### config.mk
export PLATFORM = sky130hd
export DESIGN_NAME = rc4_stream_xor
export DESIGN_NICKNAME = d
export VERILOG_FILES = /design/src/rtl/rc4_stream_xor.sv
export SDC_FILE = /design/constraint.sdc
export NUM_CORES = 1
export LEC_CHECK = 0
export ABC_AREA = 1
export ABC_CLOCK_PERIOD_IN_PS = 3600
export CAP_MARGIN = 15
export CORE_MARGIN = 2
export CORE_UTILIZATION = 40
export CTS_CLUSTER_SIZE = 20
export DETAILED_ROUTE_END_ITERATION = 10
export PLACE_DENSITY = 0.59
export SYNTH_ARGS = -nofsm -noshare
export SYNTH_HDL_FRONTEND = slang
export SYNTH_SLANG_ARGS = --single-unit
### constraint.sdc
create_clock -name clk -period 3.6 [get_ports clk]
set_input_delay 0.54 -clock clk [delete_from_list [all_inputs] [get_ports clk]]
set_output_delay 0.54 -clock clk [all_outputs]
set_load 0.1 [all_outputs]
### src/rtl/rc4_stream_xor.sv
// rc4_stream_xor: buffers RC4 keystream strobes in a small FIFO and XORs
// each buffered byte with one handshaked data byte (encrypt == decrypt).
//
// Ports:
//   clk, rst           clock, asynchronous active-high reset
//   ks_valid, ks_byte  one-cycle keystream strobe and byte from the generator
//   din, din_valid     data byte in (valid/ready)
//   din_ready          combinational: keystream buffered and output slot free
//   dout, dout_valid   registered result out (valid/ready)
//   dout_ready         sink ready
//   ks_level           buffered keystream byte count, 0..2**FIFO_AW
//   ks_overflow        sticky: a keystream byte was dropped (FIFO full)
//   byte_count         bytes delivered on dout, wraps at 16 bits
module rc4_stream_xor #(
    parameter int FIFO_AW = 3
) (
    input  logic             clk,
    input  logic             rst,
    input  logic             ks_valid,
    input  logic [7:0]       ks_byte,
    input  logic [7:0]       din,
    input  logic             din_valid,
    output logic             din_ready,
    output logic [7:0]       dout,
    output logic             dout_valid,
    input  logic             dout_ready,
    output logic [FIFO_AW:0] ks_level,
    output logic             ks_overflow,
    output logic [15:0]      byte_count
);

    localparam int DEPTH = 2 ** FIFO_AW;
    localparam logic [FIFO_AW:0] LVL_FULL = (FIFO_AW + 1)'(DEPTH);

    logic [7:0]         mem_q [DEPTH];
    logic [FIFO_AW-1:0] wr_ptr_q, wr_ptr_d;
    logic [FIFO_AW-1:0] rd_ptr_q, rd_ptr_d;
    logic [FIFO_AW:0]   level_q, level_d;
    logic               ovf_q, ovf_d;
    logic [7:0]         dout_q, dout_d;
    logic               dv_q, dv_d;
    logic [15:0]        cnt_q, cnt_d;

    logic full;
    logic pop;
    logic push;
    logic fire;
    logic [7:0] head;

    assign full = (level_q == LVL_FULL);
    assign head = mem_q[rd_ptr_q];

    // Only registered state and dout_ready feed din_ready; a byte strobed
    // this cycle is not usable until it is in the FIFO (no bypass).
    assign din_ready = (level_q != '0) && (!dv_q || dout_ready);
    assign pop       = din_valid && din_ready;
    // A pop in the same cycle frees the slot, so a full FIFO still pushes.
    assign push      = ks_valid && (!full || pop);
    assign fire      = dv_q && dout_ready;

    always_comb begin
        wr_ptr_d = wr_ptr_q;
        rd_ptr_d = rd_ptr_q;
        level_d  = level_q;
        ovf_d    = ovf_q;
        dout_d   = dout_q;
        dv_d     = dv_q;
        cnt_d    = cnt_q;

        if (push) begin
            wr_ptr_d = wr_ptr_q + 1'b1;
        end
        if (pop) begin
            rd_ptr_d = rd_ptr_q + 1'b1;
        end

        unique case ({push, pop})
            2'b10:   level_d = level_q + 1'b1;
            2'b01:   level_d = level_q - 1'b1;
            default: level_d = level_q;
        endcase

        if (ks_valid && full && !pop) begin
            ovf_d = 1'b1;
        end

        // An accept while the previous result drains keeps dout_valid high.
        if (pop) begin
            dout_d = din ^ head;
            dv_d   = 1'b1;
        end else if (fire) begin
            dv_d   = 1'b0;
        end

        if (fire) begin
            cnt_d = cnt_q + 16'd1;
        end
    end

    always_ff @(posedge clk or posedge rst) begin
        if (rst) begin
            wr_ptr_q <= '0;
            rd_ptr_q <= '0;
            level_q  <= '0;
            ovf_q    <= 1'b0;
            dout_q   <= 8'h00;
            dv_q     <= 1'b0;
            cnt_q    <= 16'h0000;
        end else begin
            wr_ptr_q <= wr_ptr_d;
            rd_ptr_q <= rd_ptr_d;
            level_q  <= level_d;
            ovf_q    <= ovf_d;
            dout_q   <= dout_d;
            dv_q     <= dv_d;
            cnt_q    <= cnt_d;
        end
    end

    // Storage needs no reset: entries are only readable once rewritten
    // behind the reset pointers.
    always_ff @(posedge clk) begin
        if (push) begin
            mem_q[wr_ptr_q] <= ks_byte;
        end
    end

    assign dout        = dout_q;
    assign dout_valid  = dv_q;
    assign ks_level    = level_q;
    assign ks_overflow = ovf_q;
    assign byte_count  = cnt_q;

endmodule

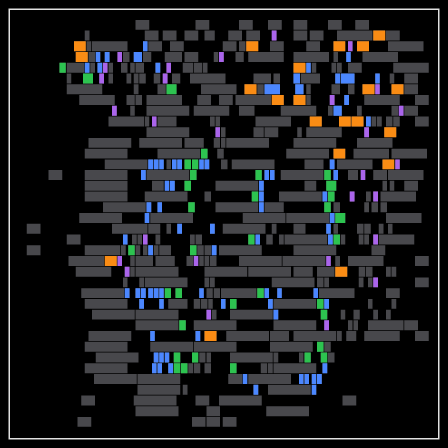
Figure 1: run 1, logic cells by family.
Key: orange = xor and xnor cells [cells 21]; green = aoi and oai cells [cells 35]; blue = nor cells [cells 80]; purple = inv cells [cells 28]

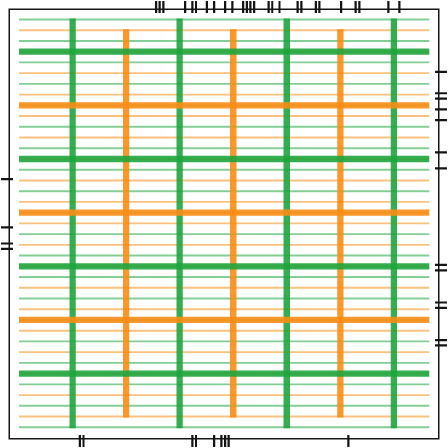
Figure 2: run 1, floorplan with the power grid.
Pins as bars on the die edge.
Key: orange = VDD; green = VSS
39 met1 rails follow the rows. 52 signal pins sit on the boundary. 7 straps on met4.

==> flow_metrics.tcl, run 1 <==
# metrics dict for downstream scripts
set metrics [dict create \
    postCtsSetupRepairBufs 0 \
    crit_path_cell_trace "clkdlybuf4s50_1" \
    p_sw_frac 0.481 \
    largest_area_cell "edfxtp_1" \
    p_sw_uw 2180 \
    tool_warnings 26 \
    cp_max_fo 5 \
    syn_area_mm2 0.00437 \
    syn2layout_area_growth_pct 18.7 \
    cpPeakStageDelay_ns 1.17 \
    die-area_mm2 0.0118 \
    crit_type "register to output port" \
    avgViaCountPerCell 4.88 \
    min_period_over_period 0.707 \
    port_buffers 51 \
    crit_path_top_delay_cell "clkdlybuf4s50_1" \
    drv_slew 0 \
    synth.distinct_cells 30 \
    cts_tree "yes" \
    met1Wirelength_um 4420 \
    p_seq_frac 0.369 \
    status "completed" \
    die-width_um 108 \
    max_cap_violations 0 \
    grtUsageTotal 0.167 \
    met2WireLength_um 4450 \
    clock_sinks 100 \
]
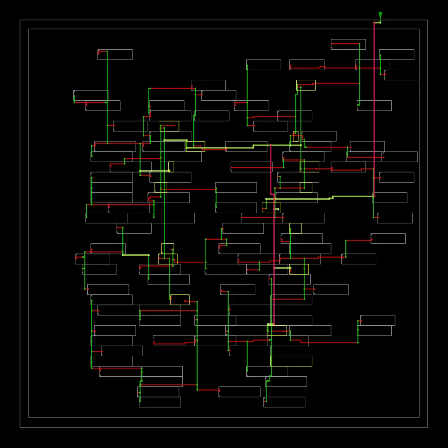
Figure 3: run 1, clock routing.
Clock net power: 725 µW
Layout Skew: 0.0165 ns
CTS buffer count: 9
clock latency on the worst-skew pair: 0.36 ns

run 1: cells by family (layout without fill, tap and decap cells):
group | count (synthesis) | after routing | synth area share
muxes | 1 | 1 | 0.00258
buffers and inverters | 41 | 98 | 0.0438
DFF | 100 | 100 | 0.646
xor gates and xnor gates | 21 | 21 | 0.0421
adders and majority gates | 4 | 4 | 0.0115
AOI/OAI and AO/OA | 35 | 35 | 0.0424
and+or+nand+nor | 214 | 214 | 0.211
run 1: per-stage QoR:
step	util	cells	setup slack, ns	cell area [µm²]	power [µW]
2_1_floorplan	-	416	1.08	4370	3330
3_3_place_gp	0.464	597	0.948	4990	3820
5_1_grt	0.482	613	0.985	5180	4820
3_5_place_dp	0.464	597	0.911	4990	3840
6_report	0.482	613	1.06	5180	4530
4_1_cts	0.482	613	1.04	5180	4570
run 1: path summary, 6_finish.rpt:
kind                                startpoint              to  slack (ns)  cells past startpoint
worst min register to register  byte_count[15]  byte_count[15]        0.48                      1
max in group asynchronous                  rst     rd_ptr_q[1]        2.33                      3
worst max-delay path               ks_level[0]     ks_level[0]        1.06                      1
worst max register to register     ks_level[0]     mem_q[6][6]        1.54                      7
min in group asynchronous                  rst   byte_count[2]        0.53                      2
worst min-delay path            byte_count[15]  byte_count[15]        0.48                      1
run 1: registers in the layout (all words and copies together) (netlist names):
signal	flops
ks_level	4
dout	8
rd_ptr_q	3
wr_ptr_q	3
ks_overflow	1
mem_q	64
byte_count	16
dout_valid	1
run 1: layer usage:
layer  up-vias  global-route usage
met1      1431               0.240
met2        70               0.259
met4         0              0.0522
met5         -                   0
met3         8              0.0295
li1       1482                   -
run 1: Yosys cell counts (all sizes together):
cell type	instances
nand2	86
edfxtp	64
nand3	43
inv	27
o21bai	2
xor2	15
mux2	1
o211ai	2
clkbuf	1
clkinv	1
nor2	78
or2	1
dfrtp	36
xnor2	6
o21ai	31
buf	12
and2	1
nand3b	1
nand4	2
ha	4
nor3	2
run 1: area by class of cell:
class	count	area [µm²]
clock buffer	9	124
clock inverter	7	72.6
fill	1011	5560
inverter	28	105
multi-input combinational	275	1350
sequential	100	2820
tap	140	175
timing repair buffer	54	531
run 1: power by group through the flow:
stage	combinational, µW	sequential (µW)	clock, µW
6_report	2130	1670	725
5_1_grt	2320	1710	792
2_1_floorplan	941	2390	0
3_3_place_gp	2130	1700	0
3_5_place_dp	2140	1700	0
4_1_cts	2150	1680	740
--- run 2 (diff from run 1) ---
--- a/config.mk
+++ b/config.mk
@@ -6,7 +6,7 @@
 export NUM_CORES = 1
 export LEC_CHECK = 0
 export ABC_AREA = 1
-export ABC_CLOCK_PERIOD_IN_PS = 3600
+export ABC_CLOCK_PERIOD_IN_PS = 2500
 export CAP_MARGIN = 15
 export CORE_MARGIN = 2
 export CORE_UTILIZATION = 40
==> constraint.sdc (replaced) <==
create_clock -name clk -period 2.5 [get_ports clk]
set_input_delay 0.375 -clock clk [delete_from_list [all_inputs] [get_ports clk]]
set_output_delay 0.375 -clock clk [all_outputs]
set_load 0.1 [all_outputs]
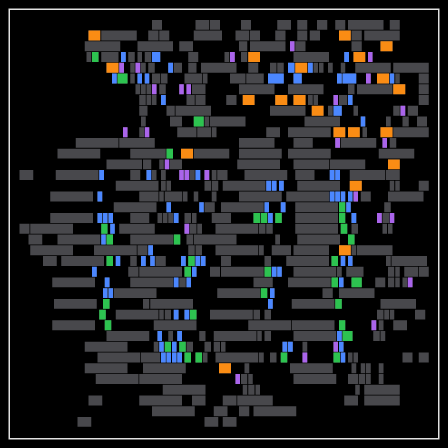
Figure 4: run 2, logic cells by family.
Key: purple = inv cells [cells 28]; orange = xor and xnor cells [cells 21]; blue = nor cells [cells 80]; green = aoi and oai cells [cells 35]

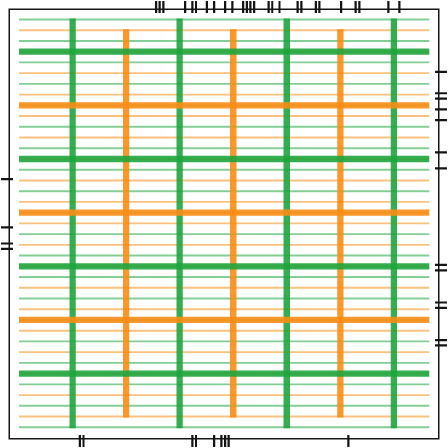
Figure 5: run 2, floorplan with the power grid.
Pins as bars on the die edge.
Key: green = VSS; orange = VDD
52 signal pins sit on the boundary. 7 straps on met5. 39 met1 rails follow the rows.

==> run 2 against run 1 <==
  * Cell area rose by 0.39%
  * Final cell count up 1.6%
  * Via count rose by 0.37%
  * Combinational power grew 46%
  * First-iteration DRC count down 44%
  * Synthesized cell count unchanged
  * Power increased by 44%
  * Sequential power grew 43%
  * Critical path type is now input pin to output port
  * Worst hold slack worse by 0.065 ns
  * Global-route usage decreased by 0.071 points
==> flow_metrics.tcl, run 2 <==
# metrics dict for downstream scripts
set metrics [dict create \
    dpl_cell_area_mm2 0.00500 \
    regMostFlops "mem_q" \
    avgViaCountPerCell 4.82 \
    die-area_mm2 0.0118 \
    final_area_mm2 0.00520 \
    p_seq_frac 0.365 \
    crit_path_cell_trace "clkdlybuf4s50_1, inv_1, nand2_1, and2_1, buf_12" \
    dp_cells 607 \
    p_sw_uw 3120 \
    tool_warnings 26 \
    largest_reg_flops 64 \
    synth-edff-count 64 \
    clkLatencyLatePin_ns 0.36 \
    max_cap_violations 0 \
    syn2layout_area_growth_pct 19.1 \
    yosys.cell_count.top_type "nand2_1" \
    status "completed" \
    synth.distinct_cells 30 \
    cts_buffers 9 \
    final_cell_count_no_fill 623 \
    ys_top_cells_by_count "nand2_1 (80), nor2_1 (74), edfxtp_1 (64), nand3_1 (42), dfrtp_1 (36)" \
    drv_slew 0 \
    cpPeakStageDelay_ns 0.51 \
    clock_sinks 100 \
    cts_tree "yes" \
    port_buffers 51 \
    largest_area_cell "edfxtp_1" \
    clock_skew_ns 0.0144 \
]
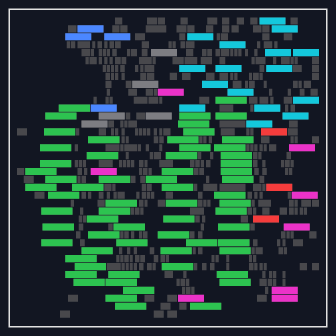
Figure 6: run 2, register map, names as in the netlist.
Key: cyan = `byte_count` [sequential cells 16, where upper right]; magenta = `dout` [sequential cells 8]; green = `mem_q` [sequential cells 64]; blue = `ks_level` [sequential cells 4, where upper left]; red = `rd_ptr_q` [sequential cells 3]
Another 5 sequential cells are not colored.

run 2: cell counts after synthesis:
No cell type changed its count.
run 2: cell families (layout without fill, tap and decap cells):
family	count (synthesis)	after routing	share of synthesized area
flops	100	100	0.646
mux	1	1	0.00258
compound gates	35	35	0.0424
simple gates	214	214	0.211
xor+xnor	21	21	0.0421
fa+ha+maj	4	4	0.0115
buf+inv	41	108	0.0438
run 2: area by class of cell:
type                       instances  area, µm²  share of cell area
inverter                          28        105              0.0202
timing repair buffer              64        543               0.104
clock buffer                      12        179              0.0344
tap                              140        175              0.0337
clock inverter                     4       25.0             0.00481
multi-input combinational        275       1350               0.260
sequential                       100       2820               0.543
run 2: tightest hold or removal path: stages:
cell and delay [ns]:
clkdlybuf4s50_1 0.40, inv_1 0.05, buf_4 0.40
run 2: stage by stage:
step	power (µW)	util	setup WS, ns
after floorplan	4800	-	0.0191
after global placement	5510	0.465	0.350
after detailed placement	5530	0.465	0.333
after CTS	6570	0.484	0.661
after global routing	6940	0.484	0.577
final	6520	0.484	0.665
run 2: path summary, 6_finish.rpt:
path	startpoint	slack (ns)	endpoint	depth (start not counted)
max	dout_ready	0.66	din_ready	5
min	rst	0.41	byte_count[2]	3
max reg2reg	ks_level[2]	0.82	mem_q[2][2]	8
min reg2reg	byte_count[15]	0.48	byte_count[15]	1
max in group asynchronous	rst	1.75	dout[3]	3
min in group clk	byte_count[15]	0.48	byte_count[15]	1
run 2: per-layer routing:
metal	GRT usage	share of wire	wire, µm	vias up
li1	-	-	-	1497
met1	0.223	0.45	4220	1436
met2	0.275	0.49	4580	57
met3	0.0241	0.036	336	12
met4	0.0641	0.016	153	0
met5	0	0	0	-
run 2: power by group through the flow:
| stage | Sequential, µW | Combinational (µW) | Clock [µW] |
|---|---|---|---|
| finish | 2380 | 3100 | 1040 |
| global route | 2430 | 3370 | 1140 |
| CTS | 2380 | 3120 | 1070 |
| detailed placement | 2410 | 3120 | 0 |
| global placement | 2410 | 3100 | 0 |
| floorplan | 3450 | 1360 | 0 |
--- run 3 (diff from run 2) ---
--- a/config.mk
+++ b/config.mk
@@ -6,13 +6,13 @@
 export NUM_CORES = 1
 export LEC_CHECK = 0
 export ABC_AREA = 1
-export ABC_CLOCK_PERIOD_IN_PS = 2500
+export ABC_CLOCK_PERIOD_IN_PS = 1560
 export CAP_MARGIN = 15
 export CORE_MARGIN = 2
 export CORE_UTILIZATION = 40
 export CTS_CLUSTER_SIZE = 20
 export DETAILED_ROUTE_END_ITERATION = 10
-export PLACE_DENSITY = 0.59
+export PLACE_DENSITY = 0.62
 export SYNTH_ARGS = -nofsm -noshare
 export SYNTH_HDL_FRONTEND = slang
 export SYNTH_SLANG_ARGS = --single-unit
==> constraint.sdc (replaced) <==
create_clock -name clk -period 1.56 [get_ports clk]
set_input_delay 0.234 -clock clk [delete_from_list [all_inputs] [get_ports clk]]
set_output_delay 0.234 -clock clk [all_outputs]
set_load 0.1 [all_outputs]
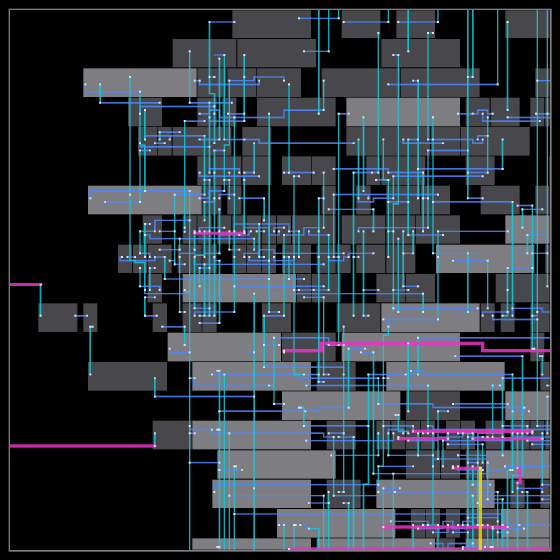
Figure 7: run 3, layout detail.
Window x 2 to 52, y 56 to 106 µm. Cells in gray, sequential cells in the stronger gray; small squares are vias.
Key: magenta = M3; blue = M1; cyan = M2; yellow = M4
Most frequent: nor2_1 (18), buf_4 (17), nand2_1 (16). 127 logic cells have their middle in the window. Sequential cells in the window: 17. Netlist names of flops here include `mem_q` (9), `ks_level` (4).

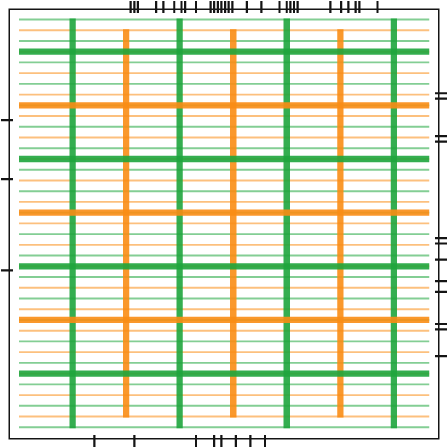
Figure 8: run 3, floorplan with the power grid.
Pins as bars on the die edge.
die width: 108 µm
peak supply drop: 1.15 mV
Core Footprint: 0.0107 mm²

==> run 3 against run 2 <==
  * Global-route usage grew 1.4 points
  * Non-clock buffer count increased by 25
  * Final cell count increased by 4.0%
  * Combinational power grew 100%
  * Sequential share of layout area shrank 6.5 points
  * Clock skew increased by 0.0037 ns
  * The run now ends with setup timing left
  * Largest power group unchanged
  * Critical path depth grew 3
  * Register-to-register slack worse by 1.0 ns
  * Worst hold slack got worse by 0.22 ns
  * Die size stayed put
==> flow_metrics.tcl, run 3 <==
# metrics dict for downstream scripts
set metrics [dict create \
    status "complete, but fails checks" \
    violations "setup timing" \
    fp_util 0.406 \
    drt_pass1_iterations 4 \
    r2r_start "ks_level[2]" \
    cpPeakStageDelay_ns 0.45 \
    p_total_uw 12000 \
    die-area_mm2 0.0118 \
    simple_gate_area_frac 0.211 \
    grt_max_degree 37 \
    cts_buffers 9 \
    grt_use_met3 0.0446 \
    max_cap_violations 0 \
    yosys.cell_count.top_type "nand2_1" \
    startpoint "ks_level[2]" \
    synth.distinct_cells 30 \
    ys_warn_count 0 \
    port_buffers 51 \
    top_logic_kind "simple AND/OR/NAND/NOR gates" \
    clock_sinks 100 \
    comb_area_mm2 0.00151 \
    mux_area_frac 0.00258 \
    setup_slack_ns -0.186 \
    avgViaCountPerCell 4.80 \
    ys_sh_aoi 0.0424 \
    gr-usage-met2 0.298 \
    cts_tree "yes" \
    largest_reg_flops 64 \
    max_freq_ghz 0.573 \
    clkLatencyLatePin_ns 0.38 \
    crit_path_cell_trace "nor2_4, nand2_2, buf_6, nand3_4, nand2_4, nand2_4, or2_4, nor2_4" \
    drv_slew 0 \
    ys_top_cells_by_count "nand2_1 (80), nor2_1 (74), edfxtp_1 (64), nand3_1 (42), dfrtp_1 (36)" \
    largest_area_cell "edfxtp_1" \
    synth-xor-area-share 0.0421 \
    synth-edff-count 64 \
    syn_area_mm2 0.00437 \
    regMostFlops "mem_q" \
    syn2layout_area_growth_pct 37.6 \
    busiest_layer "met2" \
    utilization 0.559 \
    register_area_mm2 0.00287 \
    tool_warnings 29 \
    critPathLaunchType "register" \
    use_met1 0.232 \
    setup_viol 79 \
    drtIter0Drc 382 \
    fa_ha_area_frac 0.0115 \
]
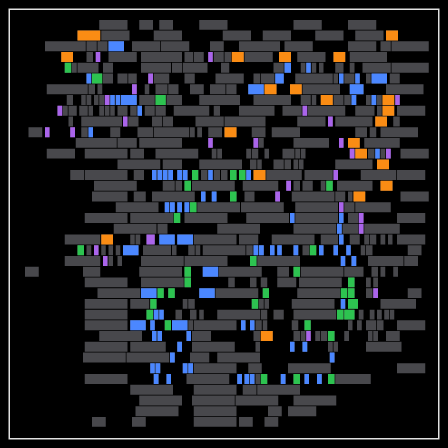
Figure 9: run 3, logic cells by family.
Key: purple = inv cells [cells 28]; green = aoi and oai cells [cells 35]; orange = xor and xnor cells [cells 21]; blue = nor cells [cells 80]

[run 3: cell counts after synthesis]
Identical to the previous run, type by type.
[run 3: cell families (layout without fill, tap and decap cells)]
family / Yosys count / count (layout)
simple gates: 214 / 214
flops: 100 / 100
buf+inv: 41 / 133
compound gates: 35 / 35
xor+xnor: 21 / 21
fa+ha+maj: 4 / 4
mux: 1 / 1
[run 3: final timing paths]
| kind | to | slack [ns] | depth (start not counted) |
|---|---|---|---|
| worst max-delay path | mem_q[4][7] | -0.19 | 8 |
| worst min-delay path | wr_ptr_q[1] | 0.19 | 3 |
| worst max register to register | mem_q[4][7] | -0.19 | 8 |
| worst min register to register | byte_count[15] | 0.53 | 1 |
| max in group asynchronous | byte_count[7] | 1.14 | 3 |
| min in group clk | dout[6] | 0.50 | 4 |
[run 3: through the flow]
step	cell area (µm²)	hold slack [ns]	instances
after floorplan	4500	0.333	416
after global placement	5680	0.518	627
after detailed placement	5680	0.517	627
after CTS	5970	0.186	647
after global routing	6010	0.190	648
final	6010	0.187	648
[run 3: timing repair]
action                                  4_1_cts  5_1_grt
cloned                                        0        0
endpoints found under the setup margin       68       81
setup buffers                                 4        1
pin swaps                                     6       12
resized                                      10        7
[run 3: cell type report]
type	count	share of cell area
Multi-Input combinational cell	275	0.251
Tap cell	140	0.0292
Inverter	28	0.0179
Clock inverter	5	0.00771
Timing Repair Buffer	89	0.190
Sequential cell	100	0.477
Clock buffer	11	0.0271
[run 3: power breakdown]
group          internal [µW]  switching, µW  total [µW]  leakage (µW)
registers               3480            488        3970       0.00101
logic                   2260           4060        6320       0.00134
clock network            749            926        1680      0.000108
total                   6490           5480       12000       0.00245
[run 3: critical path: cells and delay by family, from the launching register on]
kind | cells | cell delay [ns]
flops | 1 | 0.45
simple gates | 7 | 0.86
buf+inv | 1 | 0.10
[run 3: metal layers]
layer	up-vias	routed length, µm
li1	1552	-
met1	1474	4260
met2	78	5210
met3	6	519
met4	0	89
met5	-	0
Power figures rest on the tool's default switching activity, not on a simulated workload.
